Fig. 1: run 1, close-up of the layout
Region (130, 45) to (150, 65) um. Cells in grey, sequential cells in the stronger grey; small squares are vias.
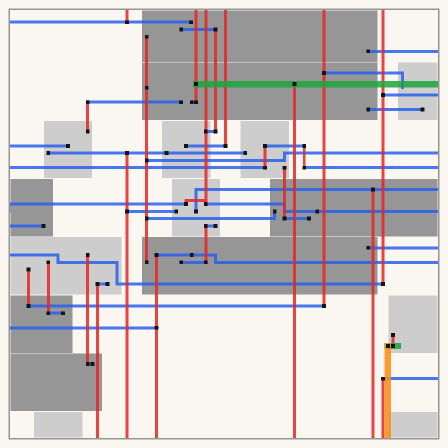
Fig. 2: run 1, M4 wires
(1.5 px per um) Cells faint in the background.
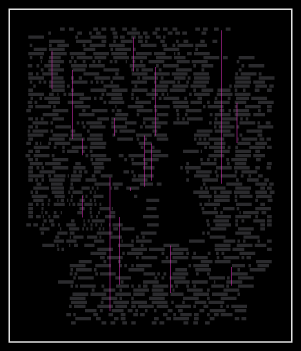
Fig. 3: run 1, clock wires, drivers and flops
(1 px per um)
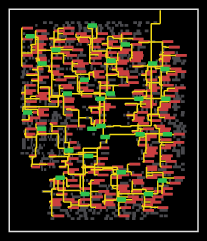
Fig. 4: run 1, metal layers overlaid
(1.5 px per um)
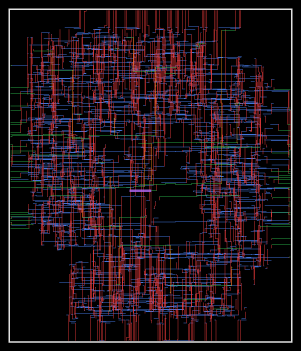
[src/rtl/if_id_fetch_queue_if.sv]
// IF2 -> ID fetch-queue bundle: push side from IF2, pop side to ID, plus flush.
// The master modport is the pipeline around the queue, and the slave modport is the queue itself.
interface if_id_fetch_queue_if;
  logic        flush;
  logic        in_valid;
  logic [31:0] in_pc;
  logic [31:0] in_inst;
  logic        in_adef;
  logic        in_branch_bp;
  logic        in_ready;
  logic        almost_full;
  logic        out_valid;
  logic [31:0] out_pc;
  logic [31:0] out_inst;
  logic        out_adef;
  logic        out_branch_bp;
  logic        out_after_flush;
  logic        out_ready;

  modport master (
    output flush, in_valid, in_pc, in_inst, in_adef, in_branch_bp, out_ready,
    input  in_ready, almost_full, out_valid, out_pc, out_inst, out_adef,
           out_branch_bp, out_after_flush
  );

  modport slave (
    input  flush, in_valid, in_pc, in_inst, in_adef, in_branch_bp, out_ready,
    output in_ready, almost_full, out_valid, out_pc, out_inst, out_adef,
           out_branch_bp, out_after_flush
  );
endinterface

[src/rtl/if_id_fetch_queue.sv]
// Decoupling FIFO between IF2 and ID. It is cleared wholesale on flush.
// The first entry pushed after a flush or reset is tagged so that ID can resynchronise.
module if_id_fetch_queue #(
  parameter int DEPTH = 4,
  parameter int PTR_W = 2
) (
  input  logic                 clk,
  input  logic                 rst_n,
  if_id_fetch_queue_if.slave   bus
);

  localparam logic [PTR_W:0] C_DEPTH = (PTR_W+1)'(DEPTH);
  localparam logic [PTR_W:0] C_ALMOST = (PTR_W+1)'(DEPTH-1);

  logic [31:0]      r_pc   [DEPTH];
  logic [31:0]      r_inst [DEPTH];
  logic             r_adef [DEPTH];
  logic             r_bp   [DEPTH];
  logic             r_af   [DEPTH];
  logic [PTR_W-1:0] r_rd_ptr;
  logic [PTR_W-1:0] r_wr_ptr;
  logic [PTR_W:0]   r_count;
  logic             r_pend_af;

  logic w_in_ready;
  logic w_out_valid;
  logic w_push;
  logic w_pop;

  // Full is judged only on registered count, so a pop cannot make room for a push in the same cycle.
  assign w_in_ready  = (r_count != C_DEPTH);
  assign w_out_valid = (r_count != '0);
  assign w_push      = bus.in_valid & w_in_ready & ~bus.flush;
  assign w_pop       = w_out_valid & bus.out_ready & ~bus.flush;

  assign bus.in_ready        = w_in_ready;
  assign bus.almost_full     = (r_count >= C_ALMOST);
  assign bus.out_valid       = w_out_valid;
  assign bus.out_pc          = r_pc[r_rd_ptr];
  assign bus.out_inst        = r_inst[r_rd_ptr];
  assign bus.out_adef        = r_adef[r_rd_ptr];
  assign bus.out_branch_bp   = r_bp[r_rd_ptr];
  assign bus.out_after_flush = r_af[r_rd_ptr];

  // A flush leaves storage untouched; only the pointers and the count are cleared.
  always_ff @(posedge clk) begin
    if (!rst_n) begin
      for (int i = 0; i < DEPTH; i++) begin
        r_pc[i]   <= '0;
        r_inst[i] <= '0;
        r_adef[i] <= 1'b0;
        r_bp[i]   <= 1'b0;
        r_af[i]   <= 1'b0;
      end
    end else if (w_push) begin
      r_pc[r_wr_ptr]   <= bus.in_pc;
      r_inst[r_wr_ptr] <= bus.in_inst;
      r_adef[r_wr_ptr] <= bus.in_adef;
      r_bp[r_wr_ptr]   <= bus.in_branch_bp;
      r_af[r_wr_ptr]   <= r_pend_af;
    end
  end

  always_ff @(posedge clk) begin
    if (!rst_n) begin
      r_rd_ptr  <= '0;
      r_wr_ptr  <= '0;
      r_count   <= '0;
      r_pend_af <= 1'b1;
    end else if (bus.flush) begin
      r_rd_ptr  <= '0;
      r_wr_ptr  <= '0;
      r_count   <= '0;
      r_pend_af <= 1'b1;
    end else begin
      if (w_push) begin
        r_wr_ptr  <= r_wr_ptr + 1'b1;
        r_pend_af <= 1'b0;
      end
      if (w_pop) begin
        r_rd_ptr <= r_rd_ptr + 1'b1;
      end
      if (w_push && !w_pop) begin
        r_count <= r_count + 1'b1;
      end else if (w_pop && !w_push) begin
        r_count <= r_count - 1'b1;
      end
    end
  end

endmodule

[src/flat_wrapper.sv]
// flat-port wrapper written by rule: the top's interface ports become plain ports
module if_id_fetch_queue_flat 
#(
  parameter int DEPTH = 4,
  parameter int PTR_W = 2
)
  (clk, rst_n, bus_flush, bus_in_valid, bus_in_pc, bus_in_inst, bus_in_adef, bus_in_branch_bp, bus_out_ready, bus_in_ready, bus_almost_full, bus_out_valid, bus_out_pc, bus_out_inst, bus_out_adef, bus_out_branch_bp, bus_out_after_flush);
  if_id_fetch_queue_if bus_i ();
  input  logic clk;
  input  logic rst_n;
  input wire logic [$bits(bus_i.flush)-1:0] bus_flush;
  input wire logic [$bits(bus_i.in_valid)-1:0] bus_in_valid;
  input wire logic [$bits(bus_i.in_pc)-1:0] bus_in_pc;
  input wire logic [$bits(bus_i.in_inst)-1:0] bus_in_inst;
  input wire logic [$bits(bus_i.in_adef)-1:0] bus_in_adef;
  input wire logic [$bits(bus_i.in_branch_bp)-1:0] bus_in_branch_bp;
  input wire logic [$bits(bus_i.out_ready)-1:0] bus_out_ready;
  output wire logic [$bits(bus_i.in_ready)-1:0] bus_in_ready;
  output wire logic [$bits(bus_i.almost_full)-1:0] bus_almost_full;
  output wire logic [$bits(bus_i.out_valid)-1:0] bus_out_valid;
  output wire logic [$bits(bus_i.out_pc)-1:0] bus_out_pc;
  output wire logic [$bits(bus_i.out_inst)-1:0] bus_out_inst;
  output wire logic [$bits(bus_i.out_adef)-1:0] bus_out_adef;
  output wire logic [$bits(bus_i.out_branch_bp)-1:0] bus_out_branch_bp;
  output wire logic [$bits(bus_i.out_after_flush)-1:0] bus_out_after_flush;
  assign bus_i.flush = bus_flush;
  assign bus_i.in_valid = bus_in_valid;
  assign bus_i.in_pc = bus_in_pc;
  assign bus_i.in_inst = bus_in_inst;
  assign bus_i.in_adef = bus_in_adef;
  assign bus_i.in_branch_bp = bus_in_branch_bp;
  assign bus_i.out_ready = bus_out_ready;
  assign bus_in_ready = bus_i.in_ready;
  assign bus_almost_full = bus_i.almost_full;
  assign bus_out_valid = bus_i.out_valid;
  assign bus_out_pc = bus_i.out_pc;
  assign bus_out_inst = bus_i.out_inst;
  assign bus_out_adef = bus_i.out_adef;
  assign bus_out_branch_bp = bus_i.out_branch_bp;
  assign bus_out_after_flush = bus_i.out_after_flush;
  if_id_fetch_queue #(.DEPTH(DEPTH), .PTR_W(PTR_W)) u_core (.clk(clk), .rst_n(rst_n), .bus(bus_i));
endmodule
[config.mk]
export PLATFORM = sky130hd
export DESIGN_NAME = if_id_fetch_queue_flat
export DESIGN_NICKNAME = d
export VERILOG_FILES = /design/src/rtl/if_id_fetch_queue_if.sv /design/src/rtl/if_id_fetch_queue.sv /design/src/flat_wrapper.sv
export SDC_FILE = /design/constraint.sdc
export NUM_CORES = 1
export LEC_CHECK = 0
export CAP_MARGIN = 5
export CELL_PAD_IN_SITES_DETAIL_PLACEMENT = 1
export CELL_PAD_IN_SITES_GLOBAL_PLACEMENT = 1
export CORE_ASPECT_RATIO = 1.2
export CORE_MARGIN = 10
export CORE_UTILIZATION = 36
export CTS_CLUSTER_DIAMETER = 80
export DETAILED_ROUTE_END_ITERATION = 10
export PLACE_DENSITY = 0.67
export SKIP_CTS_REPAIR_TIMING = 1
export SYNTH_ARGS = -nofsm -noshare
export SYNTH_HDL_FRONTEND = slang
export SYNTH_SLANG_ARGS = --single-unit
[constraint.sdc]
create_clock -name clk -period 8.5 [get_ports clk]
set_clock_uncertainty 0.1 [all_clocks]
set_input_delay 1.7 -clock clk [delete_from_list [all_inputs] [get_ports clk]]
set_output_delay 1.7 -clock clk [all_outputs]
set_load 0.05 [all_outputs]
==> flow_summary.yaml, run 1 <==
# flow metrics
status:
  status: "finished, final reports clean"
finish:
  lay_top_cells: "edfxtp_1 (259), and2_1 (256), clkdlybuf4s50_1 (140), mux4_2 (67), clkbuf_16 (29)"
  nFillCells: 3222
  fin_cells: 1337
  syn2layout_area_growth_pct: 23.5
  n_antenna_cell: 0
  utilization_pct: 45.1
critical_path:
  required_ps: 6700
  end_kind: "output port"
  timing.rr.start: "u_core.r_count[0]$_SDFFE_PP0P_"
  r2r_cells: 6
  crit_fanout: 36
  worstSetupPathType: "reg2out"
synth:
  ys_ff: 278
  yosys_warnings: 0
  edf_count: 259
  synth_seq_share_pct: 67.5
  xor_share_pct: 0.145
  ys_area_um2: 12100
  adder_share_pct: 0.269
  ys.flop_type: "edfxtp_1"
  ys_sh_aoi_pct: 1.23
drt:
  drt_wl_total_um: 29400
  drc: 0
  routed.top_layer: "met5"
  firstDrtPassIters: 5
  vias_per_cell: 4.91
  num_vias: 6564
  drt-wirelength-per-cell_um: 22.0
  drt_iter0_markers: 370
  route.met2.wl_um: 15500
floorplanning:
  rows: 73
  initial_utilization_pct: 36.5
  io_pins: 141
  die.size.y_um: 221
  die-area_um2: 41400
  die-width_um: 187
worst_hold_path:
  hold_start: "u_core.r_af[0]$_DFF_P_"
  hold_end: "u_core.r_af[0]$_DFF_P_"
  hold_depth: 2
power:
  vdd_drop_max_mv: 0.164
  power.density_nw_per_um2: 215
clock_network:
  cts-root-buf: "clkbuf_16"
  clk_latency_ps: 550
  clock-sinks: 278
  numCtsBuffers: 29
timing:
  finalHoldViolations: 0
  slew_headroom_pct: 23.0
  period_used_pct: 63.0
  max_freq_mhz: 187
  holdWs_ps: 368
  rsz0062_at_grt: "false"
  slew_viol_final: 0
placed_design:
  io_buffers: 140
  numPlacedInstances: 1284
job:
  cap_violations: 0
grt:
  grtUsageTotal_pct: 14.1
  antenna_found_initial: 1
  grt_max_degree: 68
  use_met2_pct: 26.1
  grt.met1_usage_pct: 16.7
-- Fig. 1 (at the start) --
legend:
  blue:
    layer: M1
  green:
    layer: M3
  red:
    layer: M2
  orange:
    layer: M4
most frequent: and2_1 (4), edfxtp_1 (4), mux4_2 (1)
sequential cells in the window: 4
cells with their middle in the window: 9
netlist names of flops here include: u_core.r_inst (4)

-- Fig. 2 (at the start) --
share of all routed wire: 1.8%
main direction: vertical
wire length on this layer: 542 um

-- Fig. 3 (at the start) --
legend:
  yellow:
    item: clock wires
    length: 3520 um
  green:
    item: clock-net drivers
    count: 29
  red:
    item: flip-flops
    count: 278
flops lie: widely spread
routed clock nets: 30

-- Fig. 4 (at the start) --
legend:
  orange:
    layer: M4
    wire_length: 542 um
  green:
    layer: M3
    wire_length: 1230 um
  purple:
    layer: M5
    wire_length: 12.9 um
  blue:
    layer: M1
    wire_length: 12100 um
  red:
    layer: M2
    wire_length: 15500 um

[run 1: synthesized netlist by cell type, types with 3 or more instances]
| cell type | number | share of area, % |
|---|---|---|
| nor2_1 | 3 | 0.093 |
| and2_1 | 256 | 13 |
| clkbuf_1 | 17 | 0.53 |
| dfxtp_1 | 19 | 3.1 |
| buf_4 | 4 | 0.25 |
| mux4_2 | 67 | 12 |
| nand2b_1 | 5 | 0.26 |
| nand2_1 | 5 | 0.16 |
| clkbuf_2 | 6 | 0.25 |
| inv_1 | 9 | 0.28 |
| a21oi_1 | 11 | 0.46 |
| o21ai_0 | 11 | 0.46 |
| nor3_1 | 4 | 0.17 |
| buf_2 | 10 | 0.41 |
| buf_6 | 7 | 0.65 |
| edfxtp_1 | 259 | 64 |
| nand3_1 | 7 | 0.29 |
| mux2i_1 | 4 | 0.33 |
[run 1: through the flow]
stage | total power (uW) | cell area, um2
5_1_grt | 3330 | 14900
4_1_cts | 3250 | 14900
3_5_place_dp | 1910 | 13900
3_3_place_gp | 1910 | 13900
2_1_floorplan | 1780 | 12100
6_report | 3210 | 14900
[run 1: worst max-delay path, stage by stage, from the launching register on]
cell,delay (ps)
dfxtp_4,800
buf_4,710
mux4_2,640
clkdlybuf4s50_1,730
[run 1: area by class of cell]
class                      count  area, um2  share of cell area (%)
clock buffer                  37        756                    5.06
clock inverter                16        245                    1.64
inverter                      10       37.5                   0.251
multi-input combinational    396       3690                    24.7
sequential                   278       8170                    54.7
tap                          450        563                    3.77
timing repair buffer         150       1480                    9.88
[run 1: report_power, final]
group          internal (uW)  switching [uW]
sequential              1560            21.5
clock                    812             527
combinational            112             182
total                   2480             730
Fig. 5: run 1, track usage over the die
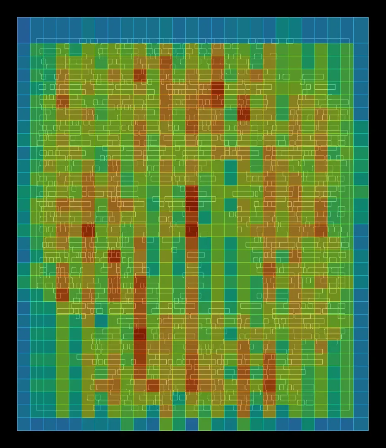

--- run 2 (diff from run 1) ---
==> constraint.sdc (replaced) <==
create_clock -name clk -period 5.45 [get_ports clk]
set_clock_uncertainty 0.1 [all_clocks]
set_input_delay 1.09 -clock clk [delete_from_list [all_inputs] [get_ports clk]]
set_output_delay 1.09 -clock clk [all_outputs]
set_load 0.05 [all_outputs]
Fig. 6: run 2, track usage over the die
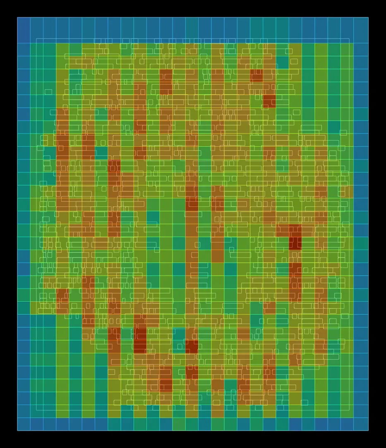
Tot GR Track Use: 14.2%
grt met3 use: 2.88%
post-DR wirelength/cell: 22.1 um
fin util: 45.4%

Fig. 7: run 2, clock wires, drivers and flops
(1 px per um)
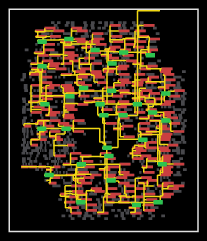
legend:
  yellow:
    item: clock wires
    length: 3500 um
  red:
    item: flip-flops
    count: 278
  green:
    item: clock-net drivers
    count: 30
flops lie: widely spread

==> flow_summary.yaml, run 2 <==
# flow metrics
power:
  switching_share_pct: 23.0
  total_power_uw: 5040
  p_seq_share_pct: 48.9
  p_sw_uw: 1160
  power_frac_clock_pct: 41.9
  pwr-share-comb_pct: 9.2
  p_leak_uw: 0.00531
  power.density_nw_per_um2: 335
  intPower_uw: 3880
  vdd_drop_max_mv: 0.176
placed_design:
  io_buffers: 140
  numPlacedInstances: 1293
  gp_congestion: 0.722
  dp_hpwl_um: 18300
critical_path:
  end_kind: "output port"
  worstSetupPathType: "reg2out"
  timing.rr.start: "u_core.r_count[0]$_SDFFE_PP0P_"
  r2r_cells: 6
  crit_arrival_ps: 3100
  cp-start-kind: "flip-flop"
  required_ps: 4260
  crit_fanout: 31
drt:
  vias_per_cell: 4.90
  drt_wl_total_um: 29800
  num_vias: 6618
  ant_nets: 0
  drt_iter0_markers: 292
  firstDrtPassIters: 6
  drc: 0
timing:
  fin_setup_tns_ps: 0
  slew_headroom_pct: 28.2
  rsz0062_at_grt: "false"
  finalSetupViolCount: 0
  max_freq_mhz: 233
  worst_pin_slew_ps: 1080
  period_used_pct: 78.7
  slew_viol_final: 0
  finalHoldViolations: 0
  period_needed_ps: 4290
synth:
  async_reset_ff_share_pct: 0
  yosysTopAreaCell: "edfxtp_1"
  synth_seq_share_pct: 67.5
  ys_sh_mux_pct: 12.8
  most_common_cell: "edfxtp_1"
  top_logic_kind: "simple AND/OR/NAND/NOR gates"
  fp_nets: 803
  synthSimpleGateAreaFrac_pct: 15.6
  synth.top_cells.by_area: "edfxtp_1 (64%), and2_1 (13%), mux4_2 (12%), dfxtp_1 (3.1%), buf_6 (0.65%)"
  ys_sh_aoi_pct: 1.23
  ys_types: 37
  ys.flop_type: "edfxtp_1"
  yosys-top-cells-count: "edfxtp_1 (259), and2_1 (256), mux4_2 (67)"
  adder_share_pct: 0.269
  ys_area_um2: 12100
  xor_share_pct: 0.145
  syn_area_per_cell_um2: 16.6
  ys_ff: 278
  yosys_warnings: 0
  synthCells: 730
  edf_count: 259
  synth.top_cell.area_share_pct: 64.3
  syn_area_um2: 12100
  yosys_cells: 730
clock_network:
  clock-sinks: 278
  cts.path.max_buffers: 3
  path_clk_slew_ps: 60
  htreeDepth: 1
  clk_latency_ps: 550
  cts-root-buf: "clkbuf_16"
  numCtsBuffers: 30
  cts_tree: "built"
floorplanning:
  die-area_um2: 41400
  die.size.y_um: 221
  die-width_um: 187
  io_pins: 141
  design.core.area_um2: 33200
  rows: 73
  initial_utilization_pct: 36.5
finish:
  nets: 948
  layout_top_cell: "edfxtp_1"
  drive_gt1_share_pct: 16.4
  reg_top3: "u_core.r_inst (128), u_core.r_pc (128)"
  syn2layout_area_growth_pct: 24.5
  lay_top_cells: "edfxtp_1 (259), and2_1 (256), clkdlybuf4s50_1 (140), mux4_2 (67), clkbuf_16 (31)"
  fin_cells: 1350
worst_hold_path:
  hold_depth: 2
  hold_start: "u_core.r_bp[0]$_DFF_P_"
  hp-class: "reg2reg"
job:
  tool_warnings: 26
  cap_violations: 0
grt:
  grt_max_degree: 68
  antenna_found_initial: 1
  grt_pass1_vias: 7497
  use_met2_pct: 25.8
  top_usage_layer: "met2"
  overflow: 0
  grt_pass1_wl_um: 45700
  grt.met1_usage_pct: 17.1
status:
  status: "finished, final reports clean"
run 2: routing by layer:
layer / share of wire (%) / routed length, um
met5: 0 / 0
met1: 42 / 12400
met3: 5.0 / 1480
met4: 1.2 / 368
met2: 52 / 15500
run 2: final cells by class:
type,count,area (um2)
sequential,278,8170
timing repair buffer,159,1560
inverter,10,37.5
fill,3243,18100
clock buffer,33,783
clock inverter,23,251
tap,450,563
antenna,1,2.50
multi-input combinational,396,3690
run 2: logic make-up after synthesis:
kind of cell    after synthesis
flops                       278
fa+ha+maj                     2
xor+xnor                      2
buf+inv                      56
mux                          71
simple gates                294
compound gates               27
run 2: worst max-delay path, cell delays in order, from the launching register on:
cell and delay (ps):
dfxtp_4 780, buf_4 460, mux4_2 570, clkdlybuf4s50_1 730
run 2: power by group through the flow:
stage / clock network (uW) / logic [uW] / registers [uW]
after floorplan: 0 / 274 / 2500
after global placement: 0 / 472 / 2510
after CTS: 2160 / 477 / 2470
final: 2110 / 465 / 2460
after global routing: 2240 / 496 / 2470
after detailed placement: 0 / 475 / 2510
run 2: metrics by stage:
stage	hold slack, ps	util [%]	area, um2	setup slack (ps)
after floorplan	341	-	12100	504
after global placement	355	42.3	14000	1650
after detailed placement	368	42.3	14000	1610
after CTS	381	45.4	15100	1050
after global routing	423	45.4	15100	936
final	375	45.4	15100	1160
run 2: final timing paths:
check / endpoint / slack (ps)
worst min-delay path: u_core.r_bp[0]$_DFF_P_ / 370
worst min register to register: u_core.r_bp[0]$_DFF_P_ / 370
worst max register to register: u_core.r_pc[3][11]$_DFFE_PP_ / 2710
worst max-delay path: bus_out_inst[14] / 1160
Fig. 8: run 2, M4 wires
(1.5 px per um) Cells faint in the background.
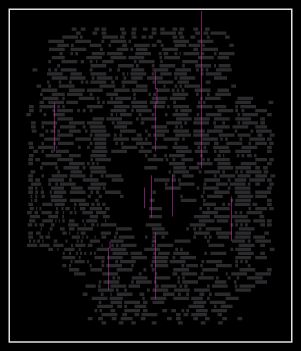

--- run 3 (diff from run 2) ---
--- a/config.mk
+++ b/config.mk
@@ -13,7 +13,7 @@
 export CORE_UTILIZATION = 36
 export CTS_CLUSTER_DIAMETER = 80
 export DETAILED_ROUTE_END_ITERATION = 10
-export PLACE_DENSITY = 0.67
+export PLACE_DENSITY = 0.7
 export SKIP_CTS_REPAIR_TIMING = 1
 export SYNTH_ARGS = -nofsm -noshare
 export SYNTH_HDL_FRONTEND = slang
==> constraint.sdc (replaced) <==
create_clock -name clk -period 3.5 [get_ports clk]
set_clock_uncertainty 0.1 [all_clocks]
set_input_delay 0.7 -clock clk [delete_from_list [all_inputs] [get_ports clk]]
set_output_delay 0.7 -clock clk [all_outputs]
set_load 0.05 [all_outputs]
Fig. 9: run 3, M4 wires
(1.5 px per um) Cells faint in the background.
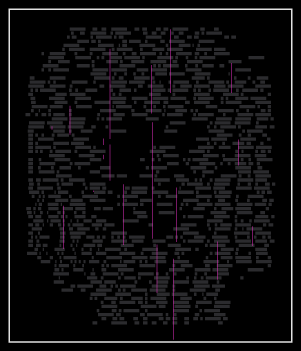
longest straight run: 77.5 um
wire length on this layer: 529 um
nets with wire on the layer: 9
share of all routed wire: 1.8%
main direction: vertical

==> flow_summary.yaml, run 3 <==
# flow metrics
synth:
  yosysTopAreaCell: "edfxtp_1"
  ys_types: 37
  most_common_cell: "edfxtp_1"
  yosys-top-cells-count: "edfxtp_1 (259), and2_1 (256), mux4_2 (67)"
  ys_area_um2: 12100
  ys_ff: 278
  syn_area_um2: 12100
  synth_seq_share_pct: 67.5
  syn_area_per_cell_um2: 16.6
  ys.flop_type: "edfxtp_1"
  synth.top_cells.by_area: "edfxtp_1 (64%), and2_1 (13%), mux4_2 (12%), dfxtp_1 (3.1%), buf_6 (0.65%)"
  edf_count: 259
  async_reset_ff_share_pct: 0
  fp_nets: 803
  yosys_warnings: 0
  yosys_cells: 730
  synthCells: 730
  synth.top_cell.area_share_pct: 64.3
timing:
  period_used_pct: 96.8
  max_freq_mhz: 295
  finalSetupViolCount: 0
  slew_headroom_pct: 46.1
  period_needed_ps: 3390
  finalHoldViolations: 0
  worst_pin_slew_ps: 808
  holdWs_ps: 371
  slew_viol_final: 0
  fin_setup_tns_ps: 0
  rsz0062_at_grt: "false"
drt:
  drt_iter0_markers: 332
  drt-wirelength-per-cell_um: 22.0
  firstDrtPassIters: 6
  vias_per_cell: 4.88
  ant_nets: 0
  num_vias: 6576
  drt_wl_total_um: 29700
  drc: 0
power:
  p_leak_uw: 0.00534
  pwr-share-comb_pct: 10.0
  power_sequential_uw: 3830
  power_frac_clock_pct: 38.2
  switching_share_pct: 23.3
  power_leader: "registers"
  clock_power_uw: 2830
  vdd_drop_max_mv: 0.326
  combinationalPower_uw: 740
  intPower_uw: 5670
  p_sw_uw: 1720
  p_seq_share_pct: 51.8
  power.density_nw_per_um2: 493
floorplanning:
  die.size.y_um: 221
  taps: 450
  rows: 73
  design.core.area_um2: 33200
  initial_utilization_pct: 36.5
  io_pins: 141
  die-area_um2: 41400
  die-width_um: 187
grt:
  grt_pass1_vias: 7502
  antenna_found_initial: 5
  overflow: 0
  grt_max_degree: 68
  grtUsageTotal_pct: 14.3
  grt_pass1_wl_um: 45600
clock_network:
  numCtsBuffers: 29
  cts_tree: "built"
  clock-sinks: 278
  path_clk_slew_ps: 60
  cts-root-buf: "clkbuf_16"
  cts.path.max_buffers: 3
  htreeDepth: 1
  clk_latency_ps: 550
finish:
  n_antenna_cell: 1
  final-nonclk-buf-share_pct: 11.1
  logic_area_um2: 3690
  nets: 952
  layout_top_cell: "edfxtp_1"
  nNonClkInverters: 10
  clk_share_pct: 5.67
  fin_cells: 1348
  utilization_pct: 45.2
  sh_seq_area_pct: 54.5
  nFillCells: 3187
  stdcell_area_um2: 15000
  dominant_cells: "sequential cells"
  buffers: 164
  drive_gt1_share_pct: 18.6
  lay_top_cells: "edfxtp_1 (259), and2_1 (256), clkdlybuf4s50_1 (113), mux4_2 (67), buf_4 (38)"
  syn2layout_area_growth_pct: 23.9
  logic_gate_count: 396
  flops: 278
  nClkBuffers: 44
  reg_top3: "u_core.r_inst (128), u_core.r_pc (128)"
  seqCellArea_um2: 8170
  sh_comb_area_pct: 24.7
placed_design:
  numPlacedInstances: 1298
  dpl_cell_area_um2: 14100
  gp_congestion: 0.711
  io_buffers: 140
  dp_hpwl_um: 17800
critical_path:
  crit_fanout: 21
  required_ps: 2700
  r2r_slack_ps: 1040
  crit_arrival_ps: 2590
  timing.rr.start: "u_core.r_count[0]$_SDFFE_PP0P_"
  worstSetupPathType: "reg2out"
  cp-start-kind: "flip-flop"
  critPathCapture: "bus_out_pc[12]"
  reg2reg_to: "u_core.r_count[2]$_SDFFE_PP0P_"
  r2r_cells: 9
  end_kind: "output port"
job:
  tool_warnings: 26
  cap_violations: 0
status:
  status: "finished, final reports clean"
worst_hold_path:
  hp-class: "reg2reg"
Fig. 10: run 3, close-up of the layout
Region (130, 45) to (150, 65) um. Cells in grey, sequential cells in the stronger grey; small squares are vias.
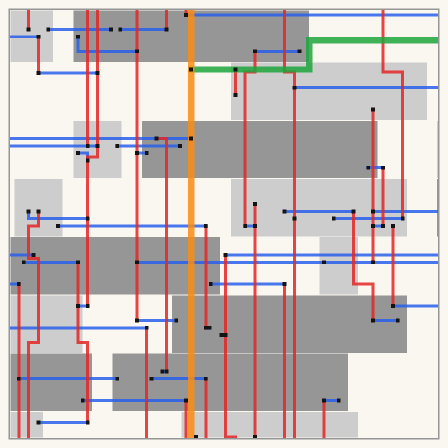

run 3: cells by family (layout without fill, tap and decap cells):
group | Yosys count | in the layout | synth area share [%]
and+or+nand+nor | 294 | 294 | 15.6
DFF | 278 | 278 | 67.5
muxes | 71 | 71 | 12.8
buffers and inverters | 56 | 223 | 2.46
AOI/OAI and AO/OA | 27 | 27 | 1.23
adders and majority gates | 2 | 2 | 0.269
xor gates and xnor gates | 2 | 2 | 0.145
other | 0 | 1 | 0
run 3: worst min path at each step:
stage                             startpoint                  endpoint  slack [ps]  depth (start not counted)
floorplan           u_core.r_adef[0]$_DFF_P_  u_core.r_adef[0]$_DFF_P_         340                          2
global placement      u_core.r_bp[0]$_DFF_P_    u_core.r_bp[0]$_DFF_P_         350                          2
detailed placement    u_core.r_bp[0]$_DFF_P_    u_core.r_bp[0]$_DFF_P_         370                          2
CTS                   u_core.r_bp[0]$_DFF_P_    u_core.r_bp[0]$_DFF_P_         380                          2
global route        u_core.r_adef[0]$_DFF_P_  u_core.r_adef[0]$_DFF_P_         400                          2
finish                u_core.r_bp[0]$_DFF_P_    u_core.r_bp[0]$_DFF_P_         370                          2
run 3: worst max-delay path, cell delays in order (launching register included):
cell and delay (ps):
dfxtp_4 480, buf_12 260, mux4_2 550, clkdlybuf4s50_1 720
run 3: metrics by stage:
| stage | worst slack, ps | total power (uW) |
|---|---|---|
| final | 114 | 7390 |
| after global routing | 8.20 | 7660 |
| after CTS | 28.7 | 7500 |
| after detailed placement | 379 | 4650 |
| after global placement | 433 | 4640 |
| after floorplan | 177 | 4310 |
run 3: routing by layer:
metal	track usage [%]	routed length, um	vias up
met5	0	55	-
met4	3.61	529	8
met3	2.94	1380	47
met2	25.3	15400	138
met1	17.6	12400	3381
li1	-	-	3002
Power figures rest on the tool's default switching activity, not on a simulated workload.
